<file path="src/rtl/fios_pkg.sv">
// rtl/fios_pkg.sv - shared types, constants and helpers for the FIOS result path
// Contents:
//   WIDTH_DEFAULT      default digit width, shared with the processing-element wrappers
//   collector_state_t  collector FSM states
//   clog2_ptr()        FIFO pointer width: log2(depth) plus one wrap bit
package fios_pkg;

   localparam int WIDTH_DEFAULT = 17;

   typedef enum logic [1:0] {
      IDLE    = 2'd0,
      COLLECT = 2'd1,
      FLUSH   = 2'd2
   } collector_state_t;

   // The extra MSB distinguishes full from empty when the index bits match.
   function automatic int clog2_ptr(input int depth);
      int w;
      w = 0;
      for (int i = 0; i < 31; i++) begin
         if ((1 << i) < depth) w = i + 1;
      end
      return w + 1;
   endfunction

endpackage

</file>
<file path="src/rtl/fios_result_collector_if.sv">
// rtl/fios_result_collector_if.sv - handshake bundle between the PE output, collector and consumer
// Signals:
//   start_i, P_valid_i, P_i      arm / partial-word input side
//   digit_o, digit_valid_o, digit_ready_i, last_o   digit stream
//   busy_o, done_o, carry_out_o, overrun_o          status
// Modports: slave (collector side), master (driver / consumer side)
interface fios_result_collector_if #(
   parameter int WIDTH = fios_pkg::WIDTH_DEFAULT
);
   logic               start_i;
   logic               P_valid_i;
   logic [2*WIDTH-1:0] P_i;
   logic [WIDTH-1:0]   digit_o;
   logic               digit_valid_o;
   logic               digit_ready_i;
   logic               last_o;
   logic               busy_o;
   logic               done_o;
   logic               carry_out_o;
   logic               overrun_o;

   modport slave (
      input  start_i, P_valid_i, P_i, digit_ready_i,
      output digit_o, digit_valid_o, last_o, busy_o, done_o, carry_out_o, overrun_o
   );

   modport master (
      output start_i, P_valid_i, P_i, digit_ready_i,
      input  digit_o, digit_valid_o, last_o, busy_o, done_o, carry_out_o, overrun_o
   );
endinterface

</file>
<file path="src/rtl/fios_digit_fifo.sv">
// rtl/fios_digit_fifo.sv - first-word-fall-through FIFO for tagged result digits
// Ports:
//   clock_i, reset_n_i   clock, asynchronous active-low reset
//   push_i, data_i       write side (caller guarantees !full_o or a same-cycle pop)
//   pop_i, data_o        read side; data_o shows the head entry while !empty_o
//   full_o, empty_o      occupancy flags
module fios_digit_fifo
   import fios_pkg::*;
#(
   parameter int DATA_W = 18,
   parameter int DEPTH  = 4
) (
   input  logic              clock_i,
   input  logic              reset_n_i,
   input  logic              push_i,
   input  logic [DATA_W-1:0] data_i,
   input  logic              pop_i,
   output logic [DATA_W-1:0] data_o,
   output logic              full_o,
   output logic              empty_o
);
   localparam int PW = clog2_ptr(DEPTH);

   logic [DATA_W-1:0] r_mem [DEPTH];
   logic [PW-1:0]     r_wptr;
   logic [PW-1:0]     r_rptr;

   // When full, the write slot equals the head slot; a simultaneous pop has
   // already consumed the head this cycle, so overwriting it is safe.
   always_ff @(posedge clock_i or negedge reset_n_i) begin
      if (!reset_n_i) begin
         r_wptr <= '0;
         r_rptr <= '0;
         for (int i = 0; i < DEPTH; i++) r_mem[i] <= '0;
      end else begin
         if (push_i) begin
            r_mem[r_wptr[PW-2:0]] <= data_i;
            r_wptr                <= r_wptr + PW'(1);
         end
         if (pop_i) r_rptr <= r_rptr + PW'(1);
      end
   end

   assign data_o  = r_mem[r_rptr[PW-2:0]];
   assign empty_o = (r_wptr == r_rptr);
   assign full_o  = (r_wptr[PW-1] != r_rptr[PW-1]) && (r_wptr[PW-2:0] == r_rptr[PW-2:0]);

endmodule

</file>
<file path="src/rtl/fios_result_collector.sv">
// rtl/fios_result_collector.sv - resolves radix-2^WIDTH carries of FIOS partial words into a digit stream
// Ports:
//   clock_i, reset_n_i   clock, asynchronous active-low reset
//   bus (slave)          start/partial-word input, digit stream out, busy/done/carry_out/overrun status
module fios_result_collector
   import fios_pkg::*;
#(
   parameter int WIDTH      = WIDTH_DEFAULT,
   parameter int S          = 61,
   parameter int FIFO_DEPTH = 4
) (
   input logic                  clock_i,
   input logic                  reset_n_i,
   fios_result_collector_if.slave bus
);
   localparam int CW = (S > 1) ? $clog2(S) : 1;

   collector_state_t r_state;
   collector_state_t w_next_state;

   logic [WIDTH:0]   r_carry;
   logic [CW-1:0]    r_count;
   logic             r_done;
   logic             r_carry_out;
   logic             r_overrun;

   logic             w_full;
   logic             w_empty;
   logic             w_pop;
   logic             w_push_req;
   logic             w_push;
   logic             w_last_word;
   logic             w_last_pop;
   logic             w_busy;
   logic [2*WIDTH:0] w_sum;
   logic [WIDTH:0]   w_wr_data;
   logic [WIDTH:0]   w_rd_data;

   assign w_sum       = {1'b0, bus.P_i} + {{WIDTH{1'b0}}, r_carry};
   assign w_last_word = (r_count == CW'(S - 1));
   assign w_pop       = !w_empty && bus.digit_ready_i;
   assign w_push_req  = (r_state == COLLECT) && bus.P_valid_i;
   // A full FIFO still takes the word if the head leaves in the same cycle.
   assign w_push      = w_push_req && (!w_full || w_pop);
   assign w_wr_data   = {w_last_word, w_sum[WIDTH-1:0]};
   assign w_last_pop  = (r_state == FLUSH) && w_pop && w_rd_data[WIDTH];

   fios_digit_fifo #(
      .DATA_W (WIDTH + 1),
      .DEPTH  (FIFO_DEPTH)
   ) u_fifo (
      .clock_i   (clock_i),
      .reset_n_i (reset_n_i),
      .push_i    (w_push),
      .data_i    (w_wr_data),
      .pop_i     (w_pop),
      .data_o    (w_rd_data),
      .full_o    (w_full),
      .empty_o   (w_empty)
   );

   always_ff @(posedge clock_i or negedge reset_n_i) begin
      if (!reset_n_i) r_state <= IDLE;
      else            r_state <= w_next_state;
   end

   always_comb begin
      w_next_state = r_state;
      case (r_state)
         IDLE:    if (bus.start_i)              w_next_state = COLLECT;
         COLLECT: if (w_push && w_last_word)    w_next_state = FLUSH;
         FLUSH:   if (w_last_pop)               w_next_state = IDLE;
         default:                               w_next_state = IDLE;
      endcase
   end

   always_comb begin
      w_busy = (r_state != IDLE);
   end

   always_ff @(posedge clock_i or negedge reset_n_i) begin
      if (!reset_n_i) begin
         r_carry     <= '0;
         r_count     <= '0;
         r_done      <= 1'b0;
         r_carry_out <= 1'b0;
         r_overrun   <= 1'b0;
      end else begin
         r_done <= w_last_pop;
         if (r_state == IDLE && bus.start_i) begin
            r_carry     <= '0;
            r_count     <= '0;
            r_carry_out <= 1'b0;
            r_overrun   <= 1'b0;
         end
         if (w_push) begin
            r_carry <= w_sum[2*WIDTH:WIDTH];
            r_count <= r_count + CW'(1);
         end
         // Dropped word: carry/count untouched so the next word takes its slot.
         if (w_push_req && !w_push) r_overrun <= 1'b1;
         if (w_last_pop) r_carry_out <= |r_carry;
      end
   end

   assign bus.digit_o       = w_rd_data[WIDTH-1:0];
   assign bus.digit_valid_o = !w_empty;
   assign bus.last_o        = !w_empty && w_rd_data[WIDTH];
   assign bus.busy_o        = w_busy;
   assign bus.done_o        = r_done;
   assign bus.carry_out_o   = r_carry_out;
   assign bus.overrun_o     = r_overrun;

endmodule
</file>
<file path="src/flat_wrapper.sv">
// flat-port wrapper written by rule: the top's interface ports become plain ports
module fios_result_collector_flat import fios_pkg::*;
#(
   parameter int WIDTH      = WIDTH_DEFAULT,
   parameter int S          = 61,
   parameter int FIFO_DEPTH = 4
)
  (clock_i, reset_n_i, bus_start_i, bus_P_valid_i, bus_P_i, bus_digit_ready_i, bus_digit_o, bus_digit_valid_o, bus_last_o, bus_busy_o, bus_done_o, bus_carry_out_o, bus_overrun_o);
  fios_result_collector_if #(.WIDTH(WIDTH)) bus_i ();
  input logic clock_i;
  input logic reset_n_i;
  input wire logic [$bits(bus_i.start_i)-1:0] bus_start_i;
  input wire logic [$bits(bus_i.P_valid_i)-1:0] bus_P_valid_i;
  input wire logic [$bits(bus_i.P_i)-1:0] bus_P_i;
  input wire logic [$bits(bus_i.digit_ready_i)-1:0] bus_digit_ready_i;
  output wire logic [$bits(bus_i.digit_o)-1:0] bus_digit_o;
  output wire logic [$bits(bus_i.digit_valid_o)-1:0] bus_digit_valid_o;
  output wire logic [$bits(bus_i.last_o)-1:0] bus_last_o;
  output wire logic [$bits(bus_i.busy_o)-1:0] bus_busy_o;
  output wire logic [$bits(bus_i.done_o)-1:0] bus_done_o;
  output wire logic [$bits(bus_i.carry_out_o)-1:0] bus_carry_out_o;
  output wire logic [$bits(bus_i.overrun_o)-1:0] bus_overrun_o;
  assign bus_i.start_i = bus_start_i;
  assign bus_i.P_valid_i = bus_P_valid_i;
  assign bus_i.P_i = bus_P_i;
  assign bus_i.digit_ready_i = bus_digit_ready_i;
  assign bus_digit_o = bus_i.digit_o;
  assign bus_digit_valid_o = bus_i.digit_valid_o;
  assign bus_last_o = bus_i.last_o;
  assign bus_busy_o = bus_i.busy_o;
  assign bus_done_o = bus_i.done_o;
  assign bus_carry_out_o = bus_i.carry_out_o;
  assign bus_overrun_o = bus_i.overrun_o;
  fios_result_collector #(.WIDTH(WIDTH), .S(S), .FIFO_DEPTH(FIFO_DEPTH)) u_core (.clock_i(clock_i), .reset_n_i(reset_n_i), .bus(bus_i));
endmodule
</file>
<file path="config.mk">
export PLATFORM = sky130hd
export DESIGN_NAME = fios_result_collector_flat
export DESIGN_NICKNAME = d
export VERILOG_FILES = /design/src/rtl/fios_pkg.sv /design/src/rtl/fios_result_collector_if.sv /design/src/rtl/fios_digit_fifo.sv /design/src/rtl/fios_result_collector.sv /design/src/flat_wrapper.sv
export SDC_FILE = /design/constraint.sdc
export NUM_CORES = 1
export LEC_CHECK = 0
export ABC_AREA = 1
export CAP_MARGIN = 20
export CORE_ASPECT_RATIO = 1.1
export CORE_UTILIZATION = 53
export CTS_CLUSTER_SIZE = 25
export DETAILED_ROUTE_END_ITERATION = 7
export GPL_TIMING_DRIVEN = 0
export PLACE_DENSITY = 0.74
export SLEW_MARGIN = 10
export SYNTH_ARGS = -nofsm -noshare
export SYNTH_HDL_FRONTEND = slang
export SYNTH_HIERARCHICAL = 1
export SYNTH_SLANG_ARGS = --single-unit
</file>
<file path="constraint.sdc">
create_clock -name clock_i -period 2.5 [get_ports clock_i]
set_input_delay 0.75 -clock clock_i [delete_from_list [all_inputs] [get_ports clock_i]]
set_output_delay 0.75 -clock clock_i [all_outputs]
set_load 0.01 [all_outputs]
</file>
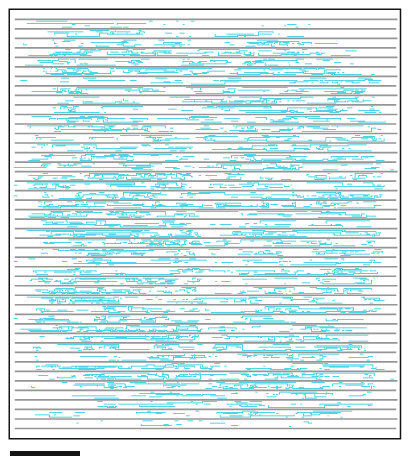
**Above:** metal 1.
The bar under the picture is 20 um long. Supply wires on this layer in gray.
longest straight run: 33.1 um
wire length on this layer: 7480 um
share of all routed wire: 43%
main direction: horizontal
final WL: 17600 um
met1 Use GR: 32.1%

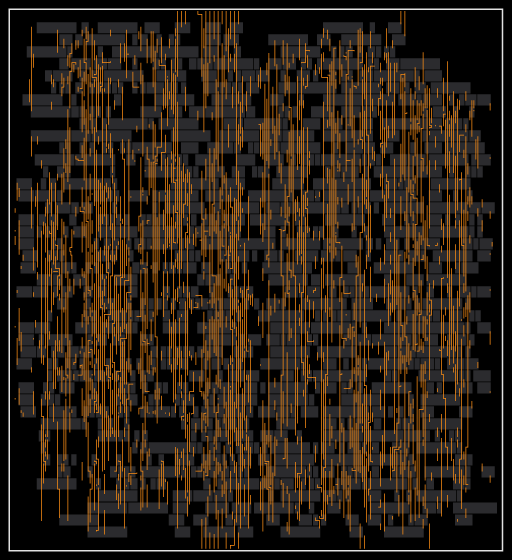
**Above:** metal 2.
Cells faint in the background.
wire length on this layer: 8800 um
main direction: vertical
nets with wire on the layer: 820
via count: 6067
met2 Usage GRT: 48.3%

==> results.sh <==
# physical design summary
export IMPL_status="finished with violations"
export IMPL_violations="design-rule violations"
export IMPL_core_area_mm2=0.0128
export IMPL_top_layer="met4"
export IMPL_grt_pass1_vias=5925
export IMPL_wl_met1_um=7480
export IMPL_layout_setup_ws_ps=74.6
export IMPL_crit_top_cell="nand2_1"
export IMPL_critPathLaunchType="input port"
export IMPL_critical_path_startpoint="bus_P_i[0]"
export IMPL_wl_per_cell_um=15.3
export IMPL_yosys_stat_seqShare_pct=38.4
export IMPL_yosys_cells=915
export IMPL_grt_max_degree=90
export IMPL_die_x_um=111
export IMPL_drc=4
export IMPL_crit_family="simple AND/OR/NAND/NOR gates"
export IMPL_rr_worst_depth=15
export IMPL_fin_setup_tns_ps=0
export IMPL_postLayoutCoreUtil_pct=64.8
export IMPL_power_total_mw=9.59
export IMPL_synth_main_ff_cell="dfrtp_1"
export IMPL_xor_share_pct=2.89
export IMPL_required_ps=2730
export IMPL_nNetsFinal=1056
export IMPL_peakVddDrop_uv=484
export IMPL_die_h_um=122
export IMPL_cap_violations=0
export IMPL_nWellTaps=157
export IMPL_worst_path_max_fanout=4
export IMPL_p_int_mw=5.21
export IMPL_path_clk_slew_ps=70
export IMPL_cts_sinks=107
export IMPL_top_cell_area_share_pct=38.4
export IMPL_async_reset_ff_share_pct=100
export IMPL_final_common_cell="nand2_1"
export IMPL_comb_area_mm2=0.00371
export IMPL_cp_arrival_ps=2650
export IMPL_logic_gate_count=653
export IMPL_fin_cells=1152
export IMPL_adder_share_pct=4.77
power by group through the flow:
stage	clock network (mW)	logic, mW	registers [mW]
2_1_floorplan	0	3.72	2.80
3_3_place_gp	0	5.18	2.88
3_5_place_dp	0	5.28	2.90
4_1_cts	1.34	5.26	2.88
5_1_grt	1.40	5.96	2.99
6_report	1.32	5.37	2.90
flip-flops by register name, indices dropped and copies added (netlist names):
register / count
u_core/bus.carry_out_o: 1
u_core/bus.done_o: 1
u_core/bus.overrun_o: 1
u_core/r_carry: 18
u_core/r_count: 6
u_core/r_state: 2
u_core/u_fifo/r_mem: 72
u_core/u_fifo/r_rptr: 3
u_core/u_fifo/r_wptr: 3
metal layers:
metal  global-route usage, %  vias up
li1                        -     3077
met1                    32.1     2817
met2                    48.3      136
met3                    3.46       37
met4                    13.2        0
met5                       0        -
No activity file was given, so power comes from the tool's default toggle rates.
